### src/rtl/ddr2_init_seq.sv
// DDR2 power-up initialization sequencer: owns the DIMM command/address bus
// from init_start until init_done, walking the JEDEC mode-register sequence.
module ddr2_init_seq #(
    parameter int unsigned BA_WIDTH    = 3,
    parameter int unsigned ADDR_WIDTH  = 14,
    parameter int unsigned T_INIT      = 100,
    parameter int unsigned T_XPR       = 20,
    parameter int unsigned T_RP        = 4,
    parameter int unsigned T_MRD       = 2,
    parameter int unsigned T_RFC       = 26,
    parameter int unsigned T_DLLK      = 200,
    parameter int unsigned CAS_LATENCY = 5,
    parameter int unsigned WR          = 6,
    parameter int unsigned DQS_N_DIS   = 0
) (
    input  logic                  clk,
    input  logic                  rst,
    input  logic                  init_start,
    output logic                  init_busy,
    output logic                  init_done,
    output logic                  cke,
    output logic                  cs_n,
    output logic                  ras_n,
    output logic                  cas_n,
    output logic                  we_n,
    output logic [BA_WIDTH-1:0]   ba,
    output logic [ADDR_WIDTH-1:0] addr,
    output logic                  odt
);

    function automatic int unsigned max2(input int unsigned a, input int unsigned b);
        return (a > b) ? a : b;
    endfunction

    localparam int unsigned T_MAX = max2(max2(max2(T_INIT, T_XPR), max2(T_RP, T_MRD)), T_RFC);
    localparam int unsigned CW    = $clog2(T_MAX) + 1;
    localparam int unsigned DW    = $clog2(T_DLLK) + 1;

    localparam logic [ADDR_WIDTH-1:0] MR_VAL    =
        ADDR_WIDTH'((((WR - 1) % 8) << 9) | ((CAS_LATENCY % 8) << 4) | 2);
    localparam logic [ADDR_WIDTH-1:0] MR_DLL    = MR_VAL | ADDR_WIDTH'(32'h100);
    localparam logic [ADDR_WIDTH-1:0] EMR1_BASE = ADDR_WIDTH'((DQS_N_DIS % 2) << 10);
    localparam logic [ADDR_WIDTH-1:0] EMR1_OCD  = EMR1_BASE | ADDR_WIDTH'(32'h380);
    localparam logic [ADDR_WIDTH-1:0] PREA_ADDR = ADDR_WIDTH'(32'h400);

    typedef enum logic [3:0] {
        IDLE, CKE_LOW, CKE_HIGH, PREA1, EMRS2, EMRS3, EMRS1, MRS_DLLRST,
        PREA2, REF1, REF2, MRS, EMRS1_OCD, EMRS1_EXIT, WAIT_DLL, DONE
    } state_t;

    state_t                  state, state_d;
    logic [CW-1:0]           cnt, cnt_d;
    logic [DW-1:0]           dll_cnt, dll_d;
    logic                    first, dll_ok;
    logic                    cke_d, cs_n_d, ras_n_d, cas_n_d, we_n_d, busy_d, done_d;
    logic [BA_WIDTH-1:0]     ba_d;
    logic [ADDR_WIDTH-1:0]   addr_d;

    // Residency of each state minus one (command cycle plus its gap)
    function automatic logic [CW-1:0] dur_m1(input state_t s);
        case (s)
            CKE_LOW:                       dur_m1 = CW'(T_INIT - 1);
            CKE_HIGH:                      dur_m1 = CW'(T_XPR - 1);
            PREA1, PREA2:                  dur_m1 = CW'(T_RP - 1);
            EMRS2, EMRS3, EMRS1, MRS_DLLRST,
            MRS, EMRS1_OCD, EMRS1_EXIT:    dur_m1 = CW'(T_MRD - 1);
            REF1, REF2:                    dur_m1 = CW'(T_RFC - 1);
            default:                       dur_m1 = '0;
        endcase
    endfunction

    // Fixed successor order of the init sequence
    function automatic state_t succ(input state_t s, input logic dll_rdy);
        case (s)
            CKE_LOW:    succ = CKE_HIGH;
            CKE_HIGH:   succ = PREA1;
            PREA1:      succ = EMRS2;
            EMRS2:      succ = EMRS3;
            EMRS3:      succ = EMRS1;
            EMRS1:      succ = MRS_DLLRST;
            MRS_DLLRST: succ = PREA2;
            PREA2:      succ = REF1;
            REF1:       succ = REF2;
            REF2:       succ = MRS;
            MRS:        succ = EMRS1_OCD;
            EMRS1_OCD:  succ = EMRS1_EXIT;
            EMRS1_EXIT: succ = dll_rdy ? DONE : WAIT_DLL;
            default:    succ = IDLE;
        endcase
    endfunction

    // Command issues only in the first cycle of a state; the rest is the gap
    assign first  = (cnt == dur_m1(state));
    // Next cycle reaches T_DLLK cycles since the DLL-reset MRS
    assign dll_ok = (dll_cnt >= DW'(T_DLLK - 1));

    // State, wait counter and saturating DLL counter
    always_ff @(posedge clk) begin
        if (rst) begin
            state   <= IDLE;
            cnt     <= '0;
            dll_cnt <= '0;
        end else begin
            state   <= state_d;
            cnt     <= cnt_d;
            dll_cnt <= dll_d;
        end
    end

    // Next state, counters and bus decode of the current state
    always_comb begin
        state_d = state;
        cnt_d   = cnt;
        dll_d   = dll_cnt;
        cke_d   = 1'b0;
        cs_n_d  = 1'b1;
        ras_n_d = 1'b1;
        cas_n_d = 1'b1;
        we_n_d  = 1'b1;
        ba_d    = '0;
        addr_d  = '0;
        busy_d  = 1'b0;
        done_d  = 1'b0;

        if (state == MRS_DLLRST && first) begin
            dll_d = DW'(1);
        end else if (dll_cnt != '0 && dll_cnt < DW'(T_DLLK)) begin
            dll_d = dll_cnt + DW'(1);
        end

        case (state)
            IDLE, DONE: begin
                if (init_start) begin
                    state_d = CKE_LOW;
                    cnt_d   = dur_m1(CKE_LOW);
                    dll_d   = '0;
                end
            end
            WAIT_DLL: begin
                if (dll_ok) state_d = DONE;
            end
            default: begin
                if (cnt == '0) begin
                    state_d = succ(state, dll_ok);
                    cnt_d   = dur_m1(succ(state, dll_ok));
                end else begin
                    cnt_d = cnt - CW'(1);
                end
            end
        endcase

        case (state)
            IDLE: begin
            end
            CKE_LOW: begin
                busy_d = 1'b1;
            end
            DONE: begin
                cke_d  = 1'b1;
                cs_n_d = 1'b0;
                done_d = 1'b1;
            end
            default: begin
                busy_d = 1'b1;
                cke_d  = 1'b1;
                cs_n_d = 1'b0;
                if (first) begin
                    case (state)
                        PREA1, PREA2: begin
                            ras_n_d = 1'b0;
                            we_n_d  = 1'b0;
                            addr_d  = PREA_ADDR;
                        end
                        REF1, REF2: begin
                            ras_n_d = 1'b0;
                            cas_n_d = 1'b0;
                        end
                        EMRS2, EMRS3, EMRS1, MRS_DLLRST, MRS, EMRS1_OCD, EMRS1_EXIT: begin
                            ras_n_d = 1'b0;
                            cas_n_d = 1'b0;
                            we_n_d  = 1'b0;
                            case (state)
                                EMRS2:      ba_d = BA_WIDTH'(2);
                                EMRS3:      ba_d = BA_WIDTH'(3);
                                EMRS1, EMRS1_EXIT: begin
                                    ba_d   = BA_WIDTH'(1);
                                    addr_d = EMR1_BASE;
                                end
                                EMRS1_OCD: begin
                                    ba_d   = BA_WIDTH'(1);
                                    addr_d = EMR1_OCD;
                                end
                                MRS_DLLRST: addr_d = MR_DLL;
                                default:    addr_d = MR_VAL;
                            endcase
                        end
                        default: begin
                        end
                    endcase
                end
            end
        endcase
    end

    // Registered bus and status outputs
    always_ff @(posedge clk) begin
        if (rst) begin
            cke       <= 1'b0;
            cs_n      <= 1'b1;
            ras_n     <= 1'b1;
            cas_n     <= 1'b1;
            we_n      <= 1'b1;
            ba        <= '0;
            addr      <= '0;
            odt       <= 1'b0;
            init_busy <= 1'b0;
            init_done <= 1'b0;
        end else begin
            cke       <= cke_d;
            cs_n      <= cs_n_d;
            ras_n     <= ras_n_d;
            cas_n     <= cas_n_d;
            we_n      <= we_n_d;
            ba        <= ba_d;
            addr      <= addr_d;
            odt       <= 1'b0;
            init_busy <= busy_d;
            init_done <= done_d;
        end
    end

endmodule

### config.mk
export PLATFORM = sky130hd
export DESIGN_NAME = ddr2_init_seq
export DESIGN_NICKNAME = d
export VERILOG_FILES = /design/src/rtl/ddr2_init_seq.sv
export SDC_FILE = /design/constraint.sdc
export NUM_CORES = 1
export LEC_CHECK = 0
export ABC_AREA = 0
export CAP_MARGIN = 10
export CORE_MARGIN = 2
export CORE_UTILIZATION = 25
export CTS_BUF_LIST = sky130_fd_sc_hd__clkbuf_8
export DETAILED_ROUTE_END_ITERATION = 12
export GPL_ROUTABILITY_DRIVEN = 0
export HOLD_SLACK_MARGIN = 0.08
export PLACE_DENSITY = 0.5
export REMOVE_ABC_BUFFERS = 1
export SETUP_SLACK_MARGIN = 0.3
export SYNTH_ARGS = -nofsm -noshare
export SYNTH_HDL_FRONTEND = slang
export SYNTH_SLANG_ARGS = --single-unit
### constraint.sdc
create_clock -name clk -period 4.2 [get_ports clk]
set_clock_uncertainty 0.15 [all_clocks]
set_input_delay 0.42 -clock clk [delete_from_list [all_inputs] [get_ports clk]]
set_output_delay 0.42 -clock clk [all_outputs]
set_load 0.005 [all_outputs]
==> run notes, run 1 <==
run metrics: met3 usage=between 2 and 2.5%, part of the power in registers=a little over a third, Worst path max stage delay=between 0.7 and 0.8 ns, via/cell ratio=4.93, DP Area=around 2600 um^2, tapcell count=111, Leakage Power=1.01 nW, Non-CTS buffers=19, largest net degree at the start of global routing=27, Int Power=around 0.90 mW, Yosys top cell by instances=dfxtp_1, Comb power frac=a little under half, chip area=roughly 10000 um^2, Hold Path Cell Cnt=2, Setup TNS=0 ns, cts bufs inserted=5, WP data required=~4.2 ns, First-pass DRT Iterations=4, Multi-Input Combinational=between 150 and 200, buffers plus inverters on the worst setup path=1, Worst Setup End Kind=register, residual DRC count=0, status=finished clean, drt initial violations=about 130, fin worst setup slack=1.20 ns, sw frac=a little over two fifths, area share, top type=around a third, FP Util=about a quarter, clk slew on worst S/H paths=0.09 ns
**Run 1: routed metal, one colour a layer**

Bar = 20 um.
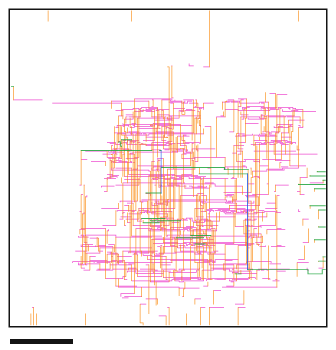
colour	layer	wire length
orange	M2	2550 um
green	M3	183 um
blue	M4	44.2 um
magenta	M1	2510 um
Tot GR Track Use: 10.7%
WL/cell: 13.5 um
WL final: 5.29 mm
Vias: 1926

**Run 1: sequential cells coloured by netlist name**

Bar = 20 um. Other sequential cells in the stronger grey, the rest of the logic in the fainter grey.
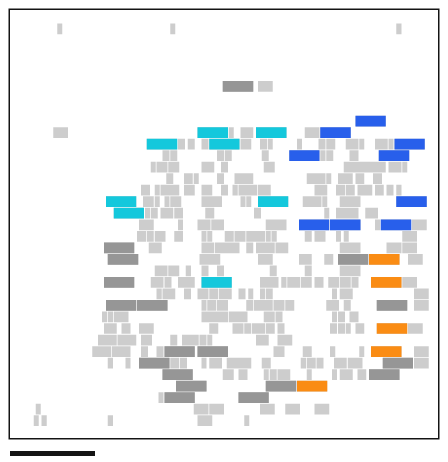
colour	netlist name	placed flops
blue	dll_cnt	9
cyan	cnt	8
orange	addr	5
Seq area share: 30.2%
final core utilization: 28.8%
sequential power: 0.565 mW

**Run 1: congestion heat map**

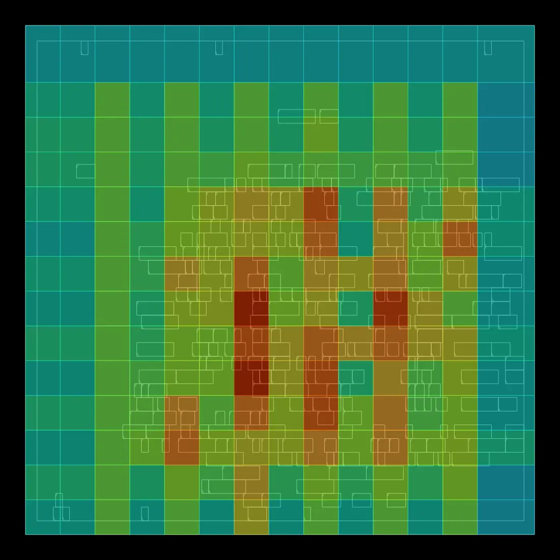
M2 GR Usage: 17.8%
Most Crowded Layer GR: met2

## Run 2: what changed since run 1
--- a/config.mk
+++ b/config.mk
@@ -13,7 +13,7 @@
 export DETAILED_ROUTE_END_ITERATION = 12
 export GPL_ROUTABILITY_DRIVEN = 0
 export HOLD_SLACK_MARGIN = 0.08
-export PLACE_DENSITY = 0.5
+export PLACE_DENSITY = 0.51
 export REMOVE_ABC_BUFFERS = 1
 export SETUP_SLACK_MARGIN = 0.3
 export SYNTH_ARGS = -nofsm -noshare
==> constraint.sdc (replaced) <==
create_clock -name clk -period 2.58 [get_ports clk]
set_clock_uncertainty 0.15 [all_clocks]
set_input_delay 0.258 -clock clk [delete_from_list [all_inputs] [get_ports clk]]
set_output_delay 0.258 -clock clk [all_outputs]
set_load 0.005 [all_outputs]
**Run 2: sequential cells coloured by netlist name**

Bar = 20 um. Other sequential cells in the stronger grey, the rest of the logic in the fainter grey.
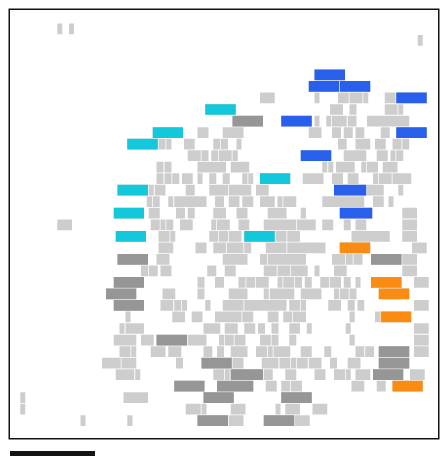
colour	netlist name	placed flops
orange	addr	5
blue	dll_cnt	9
cyan	cnt	8
not coloured	18
sequential power: 0.863 mW
final core utilization: 33.3%

**Run 2: placed cells, one colour a class**

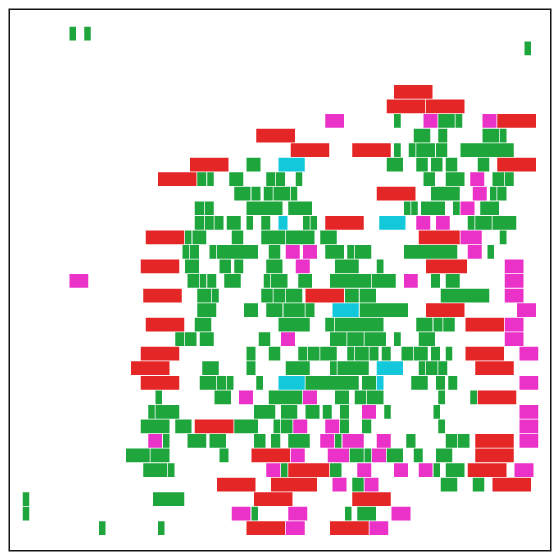
colour	class	cells	share of their area
magenta	remaining buffers and delay cells	51	15%
red	sequential cells	40	28%
cyan	clock drivers and dummy loads	7	2.7%
green	remaining logic cells	213	55%

==> run 2 against run 1 <==
Non-clock buffer count rose by 32. Global-route usage rose by 1.3 points. Sequential power is 53% higher. Final cell count is 7.9% higher. Total power is 87% higher. Routed wire length increased by 11%. Via count rose by 6.6%. Critical path depth is 1 lower. Critical path type unchanged. Largest power group unchanged.
==> run notes, run 2 <==
run metrics: Non-CTS buffers=51 (was 19), First-pass DRT Iterations=4 (unchanged), Worst Setup End Kind=register (unchanged), sw frac=42.5% (was 43.1%), status=finished clean (unchanged), Hold Path Cell Cnt=2 (unchanged), Tot GR Track Use=12.0% (was 10.7%), Worst path max stage delay=0.52 ns (was 0.78 ns), Vias=2054 (was 1926), M2 GR Usage=20.6% (was 17.8%), Seq area share=26.4% (was 30.2%), area share, top type=34.0% (unchanged), Yosys top cell by instances=dfxtp_1 (unchanged), buffers plus inverters on the worst setup path=1 (unchanged), Multi-Input Combinational=197 (unchanged), Comb power frac=57.4% (was 46.8%), Int Power=1.70 mW (was 0.898 mW), WL final=5.86 mm (was 5.29 mm), met3 usage=2.36% (was 2.15%), WP data required=2.62 ns (was 4.19 ns), clk slew on worst S/H paths=0.08 ns (was 0.09 ns), DP Area=2730 um^2 (was 2550 um^2)
Power figures rest on the tool's default switching activity, not on a simulated workload.
